Fig. 1: run 1, placed standard cells
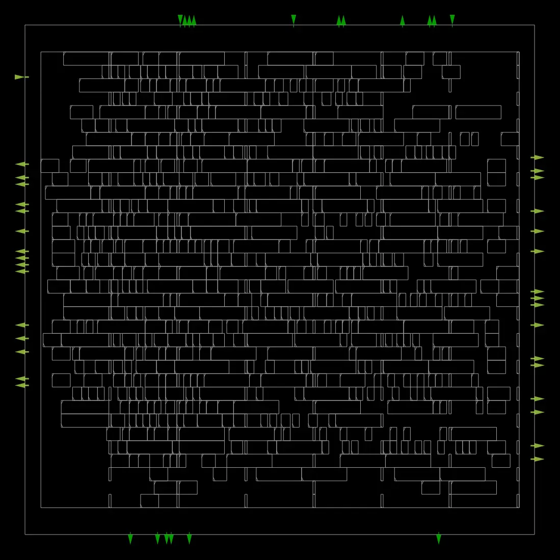
Fig. 2: run 1, port wiring
(4 px per um)
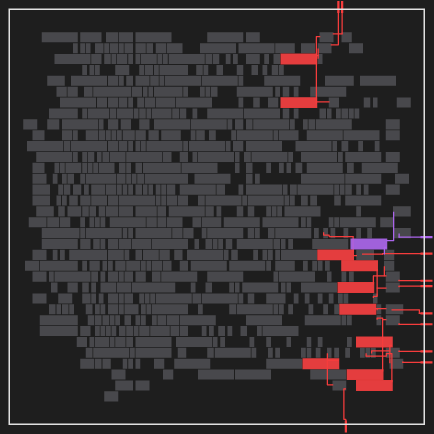
Fig. 3: run 1, placement density heat map
(4 px per um) The die is cut into 10 by 10 equal tiles; dark blue is low, red is high, 0 to 100% covered.
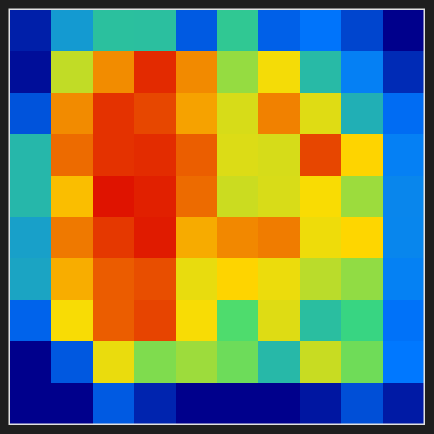
Fig. 4: run 1, signal wires on met1
(6 px per um) Supply wires on this layer in gray. Cells faint in the background.
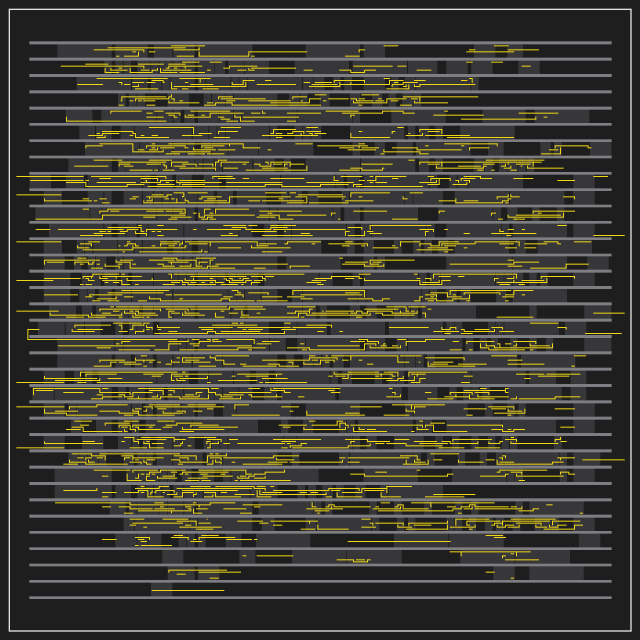
<file path="config.mk">
export PLATFORM = sky130hd
export DESIGN_NAME = pixel_scan_sequencer
export DESIGN_NICKNAME = d
export VERILOG_FILES = /design/src/rtl/pixel_scan_sequencer_pkg.sv /design/src/rtl/pixel_scan_sequencer_tag_delay_line.sv /design/src/rtl/pixel_scan_sequencer.sv
export SDC_FILE = /design/constraint.sdc
export NUM_CORES = 1
export LEC_CHECK = 0
export ABC_AREA = 1
export CAP_MARGIN = 10
export CORE_MARGIN = 3
export CORE_UTILIZATION = 50
export DETAILED_ROUTE_END_ITERATION = 8
export GPL_ROUTABILITY_DRIVEN = 0
export PLACE_DENSITY = 0.78
export SLEW_MARGIN = 20
export SYNTH_ARGS = -nofsm -noshare
export SYNTH_HDL_FRONTEND = slang
export SYNTH_SLANG_ARGS = --single-unit
</file>
<file path="constraint.sdc">
create_clock -name clk -period 1.6 [get_ports clk]
set_input_delay 0.32 -clock clk [delete_from_list [all_inputs] [get_ports clk]]
set_output_delay 0.32 -clock clk [all_outputs]
set_load 0.005 [all_outputs]
</file>
<file path="src/rtl/pixel_scan_sequencer_pkg.sv">
// Shared defaults and the pixel tag record carried alongside generated rays.
// Multisampling is compiled in only with PIXEL_SCAN_MULTISAMPLE_EN.
package pixel_scan_sequencer_pkg;
  localparam int H_RES_DEF = 800;
  localparam int V_RES_DEF = 600;
  localparam int SPP_DEF   = 4;
  localparam int COORD_W   = 10;

  typedef struct packed {
    logic [COORD_W-1:0] x;
    logic [COORD_W-1:0] y;
    logic               last_sample;
    logic               valid;
  } pixel_tag_t;
endpackage

</file>
<file path="src/rtl/pixel_scan_sequencer_tag_delay_line.sv">
// Stall-gated shift register aligning pixel tags with the ray generator output.
// Behaviour is independent of PIXEL_SCAN_MULTISAMPLE_EN.
module tag_delay_line
  import pixel_scan_sequencer_pkg::*;
#(
  parameter int DEPTH = 4
) (
  input  logic       clk,
  input  logic       rst_n,
  input  logic       stall,
  input  pixel_tag_t tag_in,
  output pixel_tag_t tag_out
);
  pixel_tag_t [DEPTH-1:0] pipe;

  always_ff @(posedge clk or negedge rst_n) begin
    if (!rst_n) begin
      pipe <= '0;
    end else if (!stall) begin
      pipe[0] <= tag_in;
      for (int i = 1; i < DEPTH; i++) pipe[i] <= pipe[i-1];
    end
  end

  assign tag_out = pipe[DEPTH-1];
endmodule

</file>
<file path="src/rtl/pixel_scan_sequencer.sv">
// Raster pixel/sample issue sequencer with a ray-aligned tag delay line.
// Define PIXEL_SCAN_MULTISAMPLE_EN to issue SPP samples per pixel.
module pixel_scan_sequencer
  import pixel_scan_sequencer_pkg::*;
#(
  parameter int H_RES       = H_RES_DEF,
  parameter int V_RES       = V_RES_DEF,
  parameter int SPP         = SPP_DEF,
  parameter int RAY_LATENCY = 4
) (
  input  logic       clk,
  input  logic       rst_n,
  input  logic       start,
  input  logic       stall,
  output logic [9:0] pixel_x,
  output logic [9:0] pixel_y,
  output logic       pixel_valid,
  output logic [9:0] tag_x,
  output logic [9:0] tag_y,
  output logic       tag_valid,
  output logic       tag_last_sample,
  output logic       busy,
  output logic       frame_done
);
  localparam logic [1:0] IDLE  = 2'd0;
  localparam logic [1:0] SCAN  = 2'd1;
  localparam logic [1:0] DRAIN = 2'd2;

`ifdef PIXEL_SCAN_MULTISAMPLE_EN
  localparam int SPP_EFF = SPP;
`else
  // Single-sample build: the sample counter degenerates to a constant 0.
  localparam int SPP_EFF = (SPP > 0) ? 1 : 1;
`endif
  localparam int SW = (SPP_EFF > 1) ? $clog2(SPP_EFF) : 1;
  localparam int DW = $clog2(RAY_LATENCY + 1);

  logic [1:0]    state;
  logic [SW-1:0] sample;
  logic [DW-1:0] drain_cnt;
  logic          last_s, last_x, last_y, drain_end;
  pixel_tag_t    tag_in, tag_out;

  assign last_s    = sample == SW'(SPP_EFF - 1);
  assign last_x    = pixel_x == 10'(H_RES - 1);
  assign last_y    = pixel_y == 10'(V_RES - 1);
  assign drain_end = drain_cnt == DW'(RAY_LATENCY - 1);

  always_ff @(posedge clk or negedge rst_n) begin
    if (!rst_n) begin
      state     <= IDLE;
      pixel_x   <= '0;
      pixel_y   <= '0;
      sample    <= '0;
      drain_cnt <= '0;
    end else begin
      case (state)
        IDLE: if (start) state <= SCAN;
        SCAN: if (!stall) begin
          if (last_s) begin
            sample <= '0;
            if (last_x) begin
              pixel_x <= '0;
              if (last_y) begin
                pixel_y   <= '0;
                drain_cnt <= '0;
                state     <= DRAIN;
              end else begin
                pixel_y <= pixel_y + 10'd1;
              end
            end else begin
              pixel_x <= pixel_x + 10'd1;
            end
          end else begin
            sample <= sample + SW'(1);
          end
        end
        DRAIN: if (!stall) begin
          if (drain_end) state <= IDLE;
          else           drain_cnt <= drain_cnt + DW'(1);
        end
        default: state <= IDLE;
      endcase
    end
  end

  // Bubbles enter the line as all-zero tags so invalid tag outputs read 0.
  always_comb begin
    tag_in = '0;
    if (state == SCAN) begin
      tag_in.x           = pixel_x;
      tag_in.y           = pixel_y;
      tag_in.last_sample = last_s;
      tag_in.valid       = 1'b1;
    end
  end

  tag_delay_line #(.DEPTH(RAY_LATENCY)) u_tag_delay (
    .clk     (clk),
    .rst_n   (rst_n),
    .stall   (stall),
    .tag_in  (tag_in),
    .tag_out (tag_out)
  );

  assign pixel_valid     = state == SCAN;
  assign busy            = state != IDLE;
  assign frame_done      = (state == DRAIN) && !stall && drain_end;
  assign tag_x           = tag_out.x;
  assign tag_y           = tag_out.y;
  assign tag_valid       = tag_out.valid;
  assign tag_last_sample = tag_out.last_sample;
endmodule

</file>
==> results.py, run 1 <==
# Generated from Yosys and OpenROAD reports
metrics = {
    "final_timing": {
        "postLayoutSetupSlackWorst_ps": -82.9,
        "setup_viol": 2,
        "finalCritPeriodShare_pct": 105,
        "finalHoldWorstSlack_ps": 388,
    },
    "grt": {
        "grt_max_degree": 85,
        "antenna_found_initial": 0,
        "met1_usage_pct": 28.7,
        "grt_pass1_vias": 3455,
    },
    "final_layout": {
        "inverters": 65,
        "fin_area_um2": 5940,
        "comb.multi_input.count": 316,
        "regArea_um2": 2740,
    },
    "outcome": {
        "violations": "negative setup slack",
        "status": "complete, but fails checks",
    },
    "floorplan": {
        "fp_util_pct": 52.8,
        "pin_count": 49,
    },
    "power": {
        "power.group.top": "registers",
        "power_mw": 7.81,
        "p_clk_mw": 1.98,
    },
    "setup_path": {
        "crit_arrival_ps": 1360,
        "critPathSlowestCell": "dfrtp_1",
        "rrSetupSlack_ps": -20,
        "critPathCaptureType": "primary output",
        "r2r-end": "pixel_y[9]",
        "critPathLaunchType": "flop",
    },
    "logic_synthesis": {
        "largest_area_cell": "dfrtp_1",
        "synth_area_um2": 4740,
        "ys_cells": 531,
        "syn_nets": 539,
        "synthTopCellsByArea": "dfrtp_1, nand2_1, o21ai_0, inv_1, buf_4",
        "ys_seq_share_pct": 57.5,
        "synth_cell_type_count": 27,
    },
    "clock_network": {
        "cts.sinks": 109,
        "ctsHtreeMaxLevel": 3,
        "postCtsSetupRepairBufs": 22,
    },
    "placement": {
        "hpwl_um": 6100,
    },
    "route": {
        "final_antenna_net_count": 0,
        "drt_first_iter_violations": 266,
        "met1Wirelength_um": 4700,
        "wl_met2_um": 4860,
    },
}
-- Fig. 1 (at the start) --
Final Core Density: 66.2%
Well-Tap Cells: 126
Seq area share: 46.1%

-- Fig. 2 (at the start) --
color	port	bits	direction	end cells	wire
purple	`tag_last_sample`	1	output	1	17.7 um
red	`tag_y`	10	output	10	190 um

-- Fig. 3 (at the start) --
densest ninth of the die	middle
nearly empty tiles	7.0%
fullest tile	98%
tiles over 75% full	31%
mean over tiles	54%

-- Fig. 4 (at the start) --
share of all routed wire	46%
longest straight run	24.8 um
wire length on this layer	4700 um

Fig. 5: run 1, cells by drive strength
(4 px per um)
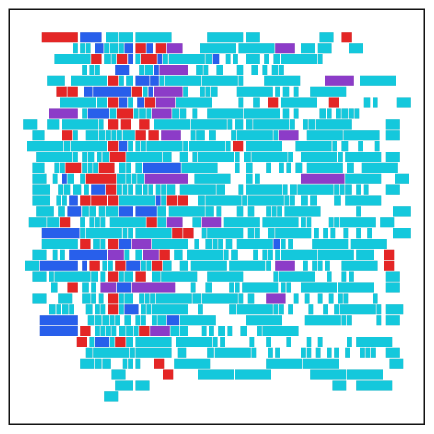

==> run 1 -> run 2 <==
==> constraint.sdc (replaced) <==
create_clock -name clk -period 2 [get_ports clk]
set_input_delay 0.4 -clock clk [delete_from_list [all_inputs] [get_ports clk]]
set_output_delay 0.4 -clock clk [all_outputs]
set_load 0.005 [all_outputs]
Fig. 6: run 2, cells by drive strength
(4 px per um)
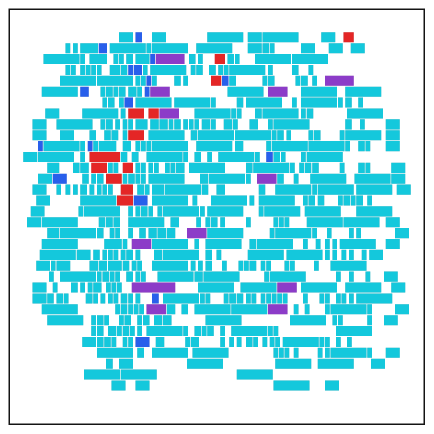
color	size	cells	most used
red	_3 and _4 cells	12	buf_4
blue	_2 cells	17	inv_2
cyan	_0 and _1 cells	520	nand2_1
purple	_6 and larger	12	clkbuf_8

==> run 2 against run 1 <==
Sequential cell count stayed put; core utilization is 6.4 points lower; clock-buffer cell count is 2 higher; clock power is 36% lower; sequential share of layout area is 4.7 points higher; area after synthesis stayed put; the flow now finishes without violations.
==> results.py, run 2 <==
# Generated from Yosys and OpenROAD reports
metrics = {
    "logic_synthesis": {
        "largest_area_cell": "dfrtp_1",
        "synthMuxAreaShare_pct": 0,
        "synth_cell_type_count": 27,
        "synth-main-ff-cell": "dfrtp_1",
        "ys_cells": 531,
        "synth_area_um2": 4740,
        "ys_ff": 109,
        "syn_nets": 539,
        "ys_sh_xor_pct": 0.739,
        "synthTopCellsByArea": "dfrtp_1, nand2_1, o21ai_0, inv_1, buf_4",
    },
    "final_timing": {
        "postLayoutSetupSlackWorst_ps": 78.6,
        "finalHoldWorstSlack_ps": 343,
        "setup_viol": 0,
        "finalCritPeriodShare_pct": 96.1,
        "tns_ps": 0,
    },
    "setup_path": {
        "crit_arrival_ps": 1520,
        "r2r-end": "drain_cnt[0]",
        "critPathCaptureType": "primary output",
        "rrSetupSlack_ps": 300,
        "worstPathMaxFanout": 5,
    },
    "final_layout": {
        "regArea_um2": 2730,
        "final_common_cell": "nand2_1",
        "fin_util_pct": 59.8,
        "fin_area_um2": 5370,
        "sh_seq_area_pct": 50.8,
        "inverters": 65,
    },
    "floorplan": {
        "num_rows": 34,
        "taps": 126,
        "fp_util_pct": 52.8,
        "fp.dieH_um": 103,
    },
    "route": {
        "final_antenna_net_count": 0,
        "avgViaCountPerCell": 5.01,
        "met1Wirelength_um": 4270,
        "drt_first_iter_violations": 177,
        "routedWlPerCell_um": 12.8,
        "highest_layer": "met4",
    },
    "grt": {
        "met1_usage_pct": 25.6,
        "grt_max_degree": 93,
        "antenna_found_initial": 0,
        "grt_pass1_vias": 3143,
    },
    "power": {
        "power_mw": 5.61,
        "power.density_nw_per_um2": 1050,
        "power.group.top": "registers",
        "ir_drop_mv": 0.706,
        "comb_cell_power_mw": 1.35,
        "p_clk_mw": 1.26,
    },
    "clock_network": {
        "ctsHtreeMaxLevel": 3,
        "clk_latency_ps": 360,
        "cts_resized": 1,
        "cts_hold_buffers": 1,
        "postCtsSetupRepairBufs": 0,
        "cts.sinks": 109,
    },
    "outcome": {
        "status": "complete, no violations",
    },
    "placement": {
        "place_ws_ps": 181,
    },
}
Fig. 7: run 2, signal wires on met1
(6 px per um) Supply wires on this layer in gray. Cells faint in the background.
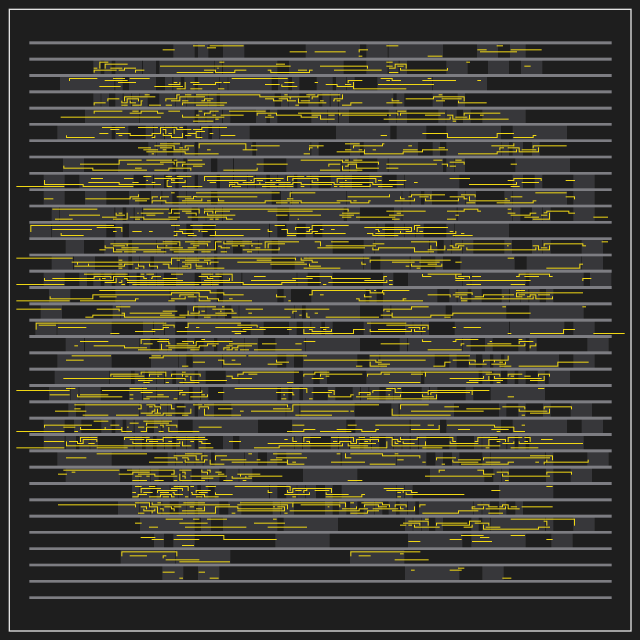
nets with wire on the layer	508
share of all routed wire	48%
longest straight run	23.9 um
wire length on this layer	4270 um

Power figures rest on the tool's default switching activity, not on a simulated workload.
